==> config.mk <==
export PLATFORM = sky130hd
export DESIGN_NAME = reg_func_sequencer_flat
export DESIGN_NICKNAME = d
export VERILOG_FILES = /design/src/rtl/reg_func_sequencer_if.sv /design/src/rtl/reg_func_sequencer.sv /design/src/flat_wrapper.sv
export SDC_FILE = /design/constraint.sdc
export NUM_CORES = 1
export LEC_CHECK = 0
export CAP_MARGIN = 25
export CELL_PAD_IN_SITES_DETAIL_PLACEMENT = 0
export CELL_PAD_IN_SITES_GLOBAL_PLACEMENT = 1
export CORE_ASPECT_RATIO = 0.75
export CORE_MARGIN = 2
export CORE_UTILIZATION = 28
export CTS_CLUSTER_DIAMETER = 50
export DETAILED_ROUTE_END_ITERATION = 10
export GPL_ROUTABILITY_DRIVEN = 0
export PLACE_DENSITY_LB_ADDON = 0.1
export SLEW_MARGIN = 10
export SYNTH_ARGS = -nofsm -noshare
export SYNTH_HDL_FRONTEND = slang
export SYNTH_SLANG_ARGS = --single-unit
==> constraint.sdc <==
create_clock -name clk -period 1.4 [get_ports clk]
set_input_delay 0.28 -clock clk [delete_from_list [all_inputs] [get_ports clk]]
set_output_delay 0.28 -clock clk [all_outputs]
set_load 0.01 [all_outputs]
==> src/rtl/reg_func_sequencer_if.sv <==
// Instruction channel and register-bank command bus between an instruction
// source (master) and the func-code sequencer (slave).
interface reg_func_sequencer_if #(
    parameter int WIDTH = 4,
    parameter int CNT_W = 2
);
    // Handshake: an instruction transfers on a rising edge where instr_valid and
    // instr_ready are both 1; the master holds its fields stable until then.
    logic             instr_valid;
    logic             instr_ready;
    logic [2:0]       instr_op;
    logic [WIDTH-1:0] instr_operand;
    logic [CNT_W-1:0] instr_count;
    logic [2:0]       func_x;
    logic [2:0]       func_y;
    logic [2:0]       func_z;
    logic [WIDTH-1:0] data_out;
    logic             done;
    logic             err;
    logic [1:0]       dbg_state;

    modport master (
        output instr_valid, instr_op, instr_operand, instr_count,
        input  instr_ready, func_x, func_y, func_z, data_out, done, err, dbg_state
    );

    modport slave (
        input  instr_valid, instr_op, instr_operand, instr_count,
        output instr_ready, func_x, func_y, func_z, data_out, done, err, dbg_state
    );
endinterface

==> src/rtl/reg_func_sequencer.sv <==
// Turns one accepted instruction into per-cycle func codes for the X/Y/Z
// registers; multi-step shifts expand into consecutive SL/SR cycles.
module reg_func_sequencer #(
    parameter int WIDTH = 4,
    parameter int CNT_W = 2
) (
    input logic                 clk,
    input logic                 rst,
    reg_func_sequencer_if.slave bus
);
    localparam logic [1:0] S_IDLE  = 2'd0;
    localparam logic [1:0] S_ISSUE = 2'd1;
    localparam logic [1:0] S_SHIFT = 2'd2;

    localparam logic [2:0] F_CLEAR = 3'b000;
    localparam logic [2:0] F_LOAD  = 3'b001;
    localparam logic [2:0] F_HOLD  = 3'b010;
    localparam logic [2:0] F_SL    = 3'b011;
    localparam logic [2:0] F_SR    = 3'b100;

    logic [1:0]       state_q, state_d;
    logic [2:0]       fx_q, fx_d, fy_q, fy_d, fz_q, fz_d;
    logic [WIDTH-1:0] data_q, data_d;
    logic             done_q, done_d, err_q, err_d;
    logic [CNT_W-1:0] rem_q, rem_d;

    always_comb begin
        state_d = state_q;
        fx_d    = F_HOLD;
        fy_d    = F_HOLD;
        fz_d    = F_HOLD;
        data_d  = data_q;
        done_d  = 1'b0;
        err_d   = 1'b0;
        rem_d   = rem_q;
        case (state_q)
            S_IDLE: begin
                if (bus.instr_valid) begin
                    state_d = S_ISSUE;
                    done_d  = 1'b1;
                    case (bus.instr_op)
                        3'b001: begin
                            fx_d = F_CLEAR;
                            fy_d = F_CLEAR;
                            fz_d = F_CLEAR;
                        end
                        3'b010: begin
                            fx_d   = F_LOAD;
                            data_d = bus.instr_operand;
                        end
                        3'b011: begin
                            fy_d   = F_LOAD;
                            data_d = bus.instr_operand;
                        end
                        3'b100, 3'b101: begin
                            // rem counts steps left after this one; count 0 wraps to 2**CNT_W-1
                            state_d = S_SHIFT;
                            fy_d    = (bus.instr_op == 3'b100) ? F_SL : F_SR;
                            rem_d   = bus.instr_count - CNT_W'(1);
                            done_d  = (bus.instr_count == CNT_W'(1));
                        end
                        3'b110:  fz_d  = F_LOAD;
                        3'b111:  err_d = 1'b1;
                        default: ;
                    endcase
                end
            end
            S_ISSUE: state_d = S_IDLE;
            S_SHIFT: begin
                if (rem_q == '0) begin
                    state_d = S_IDLE;
                end else begin
                    fy_d   = fy_q;
                    rem_d  = rem_q - CNT_W'(1);
                    done_d = (rem_q == CNT_W'(1));
                end
            end
            default: state_d = S_IDLE;
        endcase
    end

    always_ff @(posedge clk) begin
        if (rst) begin
            state_q <= S_IDLE;
            fx_q    <= F_CLEAR;
            fy_q    <= F_CLEAR;
            fz_q    <= F_CLEAR;
            data_q  <= '0;
            done_q  <= 1'b0;
            err_q   <= 1'b0;
            rem_q   <= '0;
        end else begin
            state_q <= state_d;
            fx_q    <= fx_d;
            fy_q    <= fy_d;
            fz_q    <= fz_d;
            data_q  <= data_d;
            done_q  <= done_d;
            err_q   <= err_d;
            rem_q   <= rem_d;
        end
    end

    assign bus.instr_ready = (state_q == S_IDLE) && !rst;
    assign bus.func_x      = fx_q;
    assign bus.func_y      = fy_q;
    assign bus.func_z      = fz_q;
    assign bus.data_out    = data_q;
    assign bus.done        = done_q;
    assign bus.err         = err_q;
    assign bus.dbg_state   = state_q;
endmodule
==> src/flat_wrapper.sv <==
// flat-port wrapper written by rule: the top's interface ports become plain ports
module reg_func_sequencer_flat 
#(
    parameter int WIDTH = 4,
    parameter int CNT_W = 2
)
  (clk, rst, bus_instr_valid, bus_instr_op, bus_instr_operand, bus_instr_count, bus_instr_ready, bus_func_x, bus_func_y, bus_func_z, bus_data_out, bus_done, bus_err, bus_dbg_state);
  reg_func_sequencer_if #(.WIDTH(WIDTH), .CNT_W(CNT_W)) bus_i ();
  input logic clk;
  input logic rst;
  input wire logic [$bits(bus_i.instr_valid)-1:0] bus_instr_valid;
  input wire logic [$bits(bus_i.instr_op)-1:0] bus_instr_op;
  input wire logic [$bits(bus_i.instr_operand)-1:0] bus_instr_operand;
  input wire logic [$bits(bus_i.instr_count)-1:0] bus_instr_count;
  output wire logic [$bits(bus_i.instr_ready)-1:0] bus_instr_ready;
  output wire logic [$bits(bus_i.func_x)-1:0] bus_func_x;
  output wire logic [$bits(bus_i.func_y)-1:0] bus_func_y;
  output wire logic [$bits(bus_i.func_z)-1:0] bus_func_z;
  output wire logic [$bits(bus_i.data_out)-1:0] bus_data_out;
  output wire logic [$bits(bus_i.done)-1:0] bus_done;
  output wire logic [$bits(bus_i.err)-1:0] bus_err;
  output wire logic [$bits(bus_i.dbg_state)-1:0] bus_dbg_state;
  assign bus_i.instr_valid = bus_instr_valid;
  assign bus_i.instr_op = bus_instr_op;
  assign bus_i.instr_operand = bus_instr_operand;
  assign bus_i.instr_count = bus_instr_count;
  assign bus_instr_ready = bus_i.instr_ready;
  assign bus_func_x = bus_i.func_x;
  assign bus_func_y = bus_i.func_y;
  assign bus_func_z = bus_i.func_z;
  assign bus_data_out = bus_i.data_out;
  assign bus_done = bus_i.done;
  assign bus_err = bus_i.err;
  assign bus_dbg_state = bus_i.dbg_state;
  reg_func_sequencer #(.WIDTH(WIDTH), .CNT_W(CNT_W)) u_core (.clk(clk), .rst(rst), .bus(bus_i));
endmodule
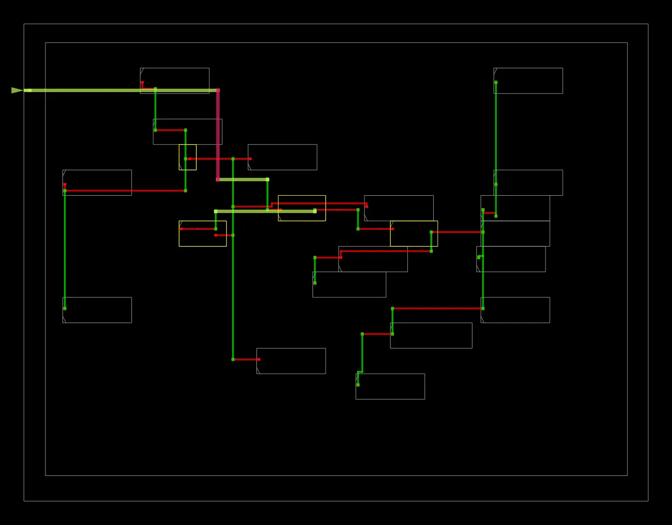
**Above:** clock wiring as the flow saved it.
sequential cell count: 17
P_clk: 368 µW
CTS Sinks: 17
cts bufs inserted: 3
worst-case clock skew: 0.00409 ns

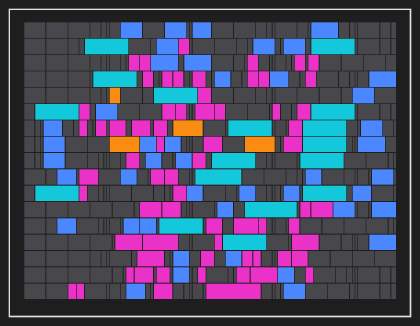
**Above:** cells coloured by class.
Drawn at 6 px/µm. Fill, decap, tap and diode cells in grey.
remaining buffers and delay cells: shown in blue, cells 44, share of their area 33%. sequential cells: shown in cyan, cells 17, share of their area 28%. clock drivers and dummy loads: shown in orange, cells 4, share of their area 3.7%. remaining logic cells: shown in magenta, cells 66, share of their area 36%.
Placeable Area: 2870 µm²
Post-Layout Inst Area: 1290 µm²
Final Util: 45.1%
Seq/total area: 26.7%

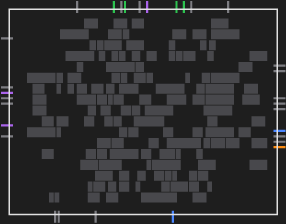
**Above:** pin placement.
Drawn at 4 px/µm. Pins as bars across the die edge, other pins in grey.
bus_instr_ready: shown in orange, pins 1, direction output, edge right. bus_instr_count: shown in blue, pins 2, direction input, edge 1 right, 1 bottom. bus_instr_operand: shown in green, pins 4, direction input, edge top. bus_func_y: shown in purple, pins 3, direction output, edge 2 left, 1 top.
DIE WIDTH: 66.6 µm
Port Buf Inserts: 27

==> flow_metrics.py <==
# Flow results
metrics = {
    "final_timing": {
        "min_period_ns": 1.36,
        "slew_viol_final": 0,
        "fmax_mhz": 734,
        "setup_viol": 0,
    },
    "worst_setup_path": {
        "slowest_delay_ns": 0.52,
        "crit_chain": "clkdlybuf4s50_1",
        "path_buffers": 1,
        "critical_path.max_fanout": 1,
        "cp-start-kind": "register",
        "ff2ff_path_depth": 5,
        "worstSetupEndpointType": "output port",
    },
    "placed_design": {
        "place_inst": 164,
        "dp_hpwl_mm": 1.54,
    },
    "route": {
        "routedWlPerCell_um": 12.7,
        "via_count": 790,
        "first_pass_iters": 4,
        "viasPerCell": 4.67,
        "drc": 0,
        "drt_iter0_drc": 49,
    },
    "grt": {
        "grt_pass1_wl_mm": 3.54,
        "track_usage_pct": 13.7,
        "overflow": 0,
    },
    "floorplan": {
        "n_tap_cell": 38,
        "rows": 17,
    },
    "final_layout": {
        "comb-cell-share_pct": 33.8,
        "nClkBuffers": 3,
        "nonClockInverterCount": 3,
        "fillers": 300,
        "lay_top_cells": "buf_4 (17), dfxtp_1 (15), clkdlybuf4s50_1 (13)",
        "buffer_area_share_pct": 31.3,
        "seq_area_um2": 345,
        "logic_area_um2": 438,
    },
    "clocking": {
        "clk_pin_slew_ns": 0.07,
    },
    "min_path": {
        "hp-class": "reg -> reg",
    },
    "yosys": {
        "edf_count": 0,
        "ys_cells": 92,
        "syn-mean-instance-area_um2": 8.95,
        "yosysSeqAreaShare_pct": 41.3,
        "common_cells": "dfxtp_1 (17), a21oi_1 (8), o21ai_0 (6), clkbuf_1 (5), nand2b_1 (5)",
        "synth_cell_types": 34,
        "synth_area_um2": 823,
        "numSynthFlops": 17,
        "synthArstFlopShare_pct": 0,
    },
    "status": {
        "status": "finished clean",
    },
    "power_and_ir_drop": {
        "peakVddDrop_mv": 0.497,
        "leakage_uw": 0.000613,
        "power_density_nw_per_um2": 851,
    },
    "flow_run": {
        "drv_cap": 0,
    },
}
registers in the layout, summed over array words and instances, names as in the netlist:
register	count
u_core.bus.err	1
u_core.rem_q	2
u_core.bus.func_x	2
u_core.bus.func_y	3
u_core.bus.func_z	2
u_core.bus.data_out	4
u_core.bus.dbg_state	2
u_core.bus.done	1
where the power goes:
part	total, µW	internal (µW)	switching, µW
Sequential	513	503	10.7
Clock	368	197	171
Combinational	219	119	99.9
routing by layer:
metal / GRT usage (%) / vias to the layer above / routed length (µm)
li1: - / 402 / -
met5: 0 / - / 0
met4: 2.04 / 0 / 9
met3: 4.41 / 2 / 104
met1: 20.8 / 368 / 1150
met2: 19.2 / 18 / 889
logic make-up (layout without fill, tap and decap cells):
logic type	after synthesis	in the layout	synth area share [%]
XOR/XNOR	1	1	1.06
other	1	2	0.455
multiplexers	1	1	1.37
AND-OR/OR-AND	21	21	16.1
AND/OR/NAND/NOR	35	35	26.4
buffers and inverters	13	51	8.66
flip-flops	17	17	41.3
adder cells (fa/ha/maj)	3	3	4.56
repair_timing:
action | in CTS | in global routing
endpoints found under the setup margin | 16 | 16
setup buffers | 0 | 1
pin swaps | 0 | 1
gates resized | 13 | 9
final timing paths:
path	startpoint	to	slack (ns)
hold / removal	u_core.bus.func_y[0]	u_core.bus.func_y[0]	0.45
setup reg to reg	u_core.rem_q[0]	u_core.rem_q[1]	0.08
hold reg to reg	u_core.bus.func_y[0]	u_core.bus.func_y[0]	0.45
setup / recovery	u_core.bus.func_z[1]	bus_func_z[1]	0.04
through the flow:
stage	TNS (ns)	setup WS [ns]	hold slack [ns]
after floorplan	-0.0676	-0.0676	0.428
after global placement	-3.61	-0.306	0.449
after detailed placement	-3.73	-0.320	0.451
after CTS	0	0.00295	0.462
after global routing	-0.136	-0.0339	0.489
final	0	0.0368	0.454
Power is estimated from default activity; no workload was simulated.
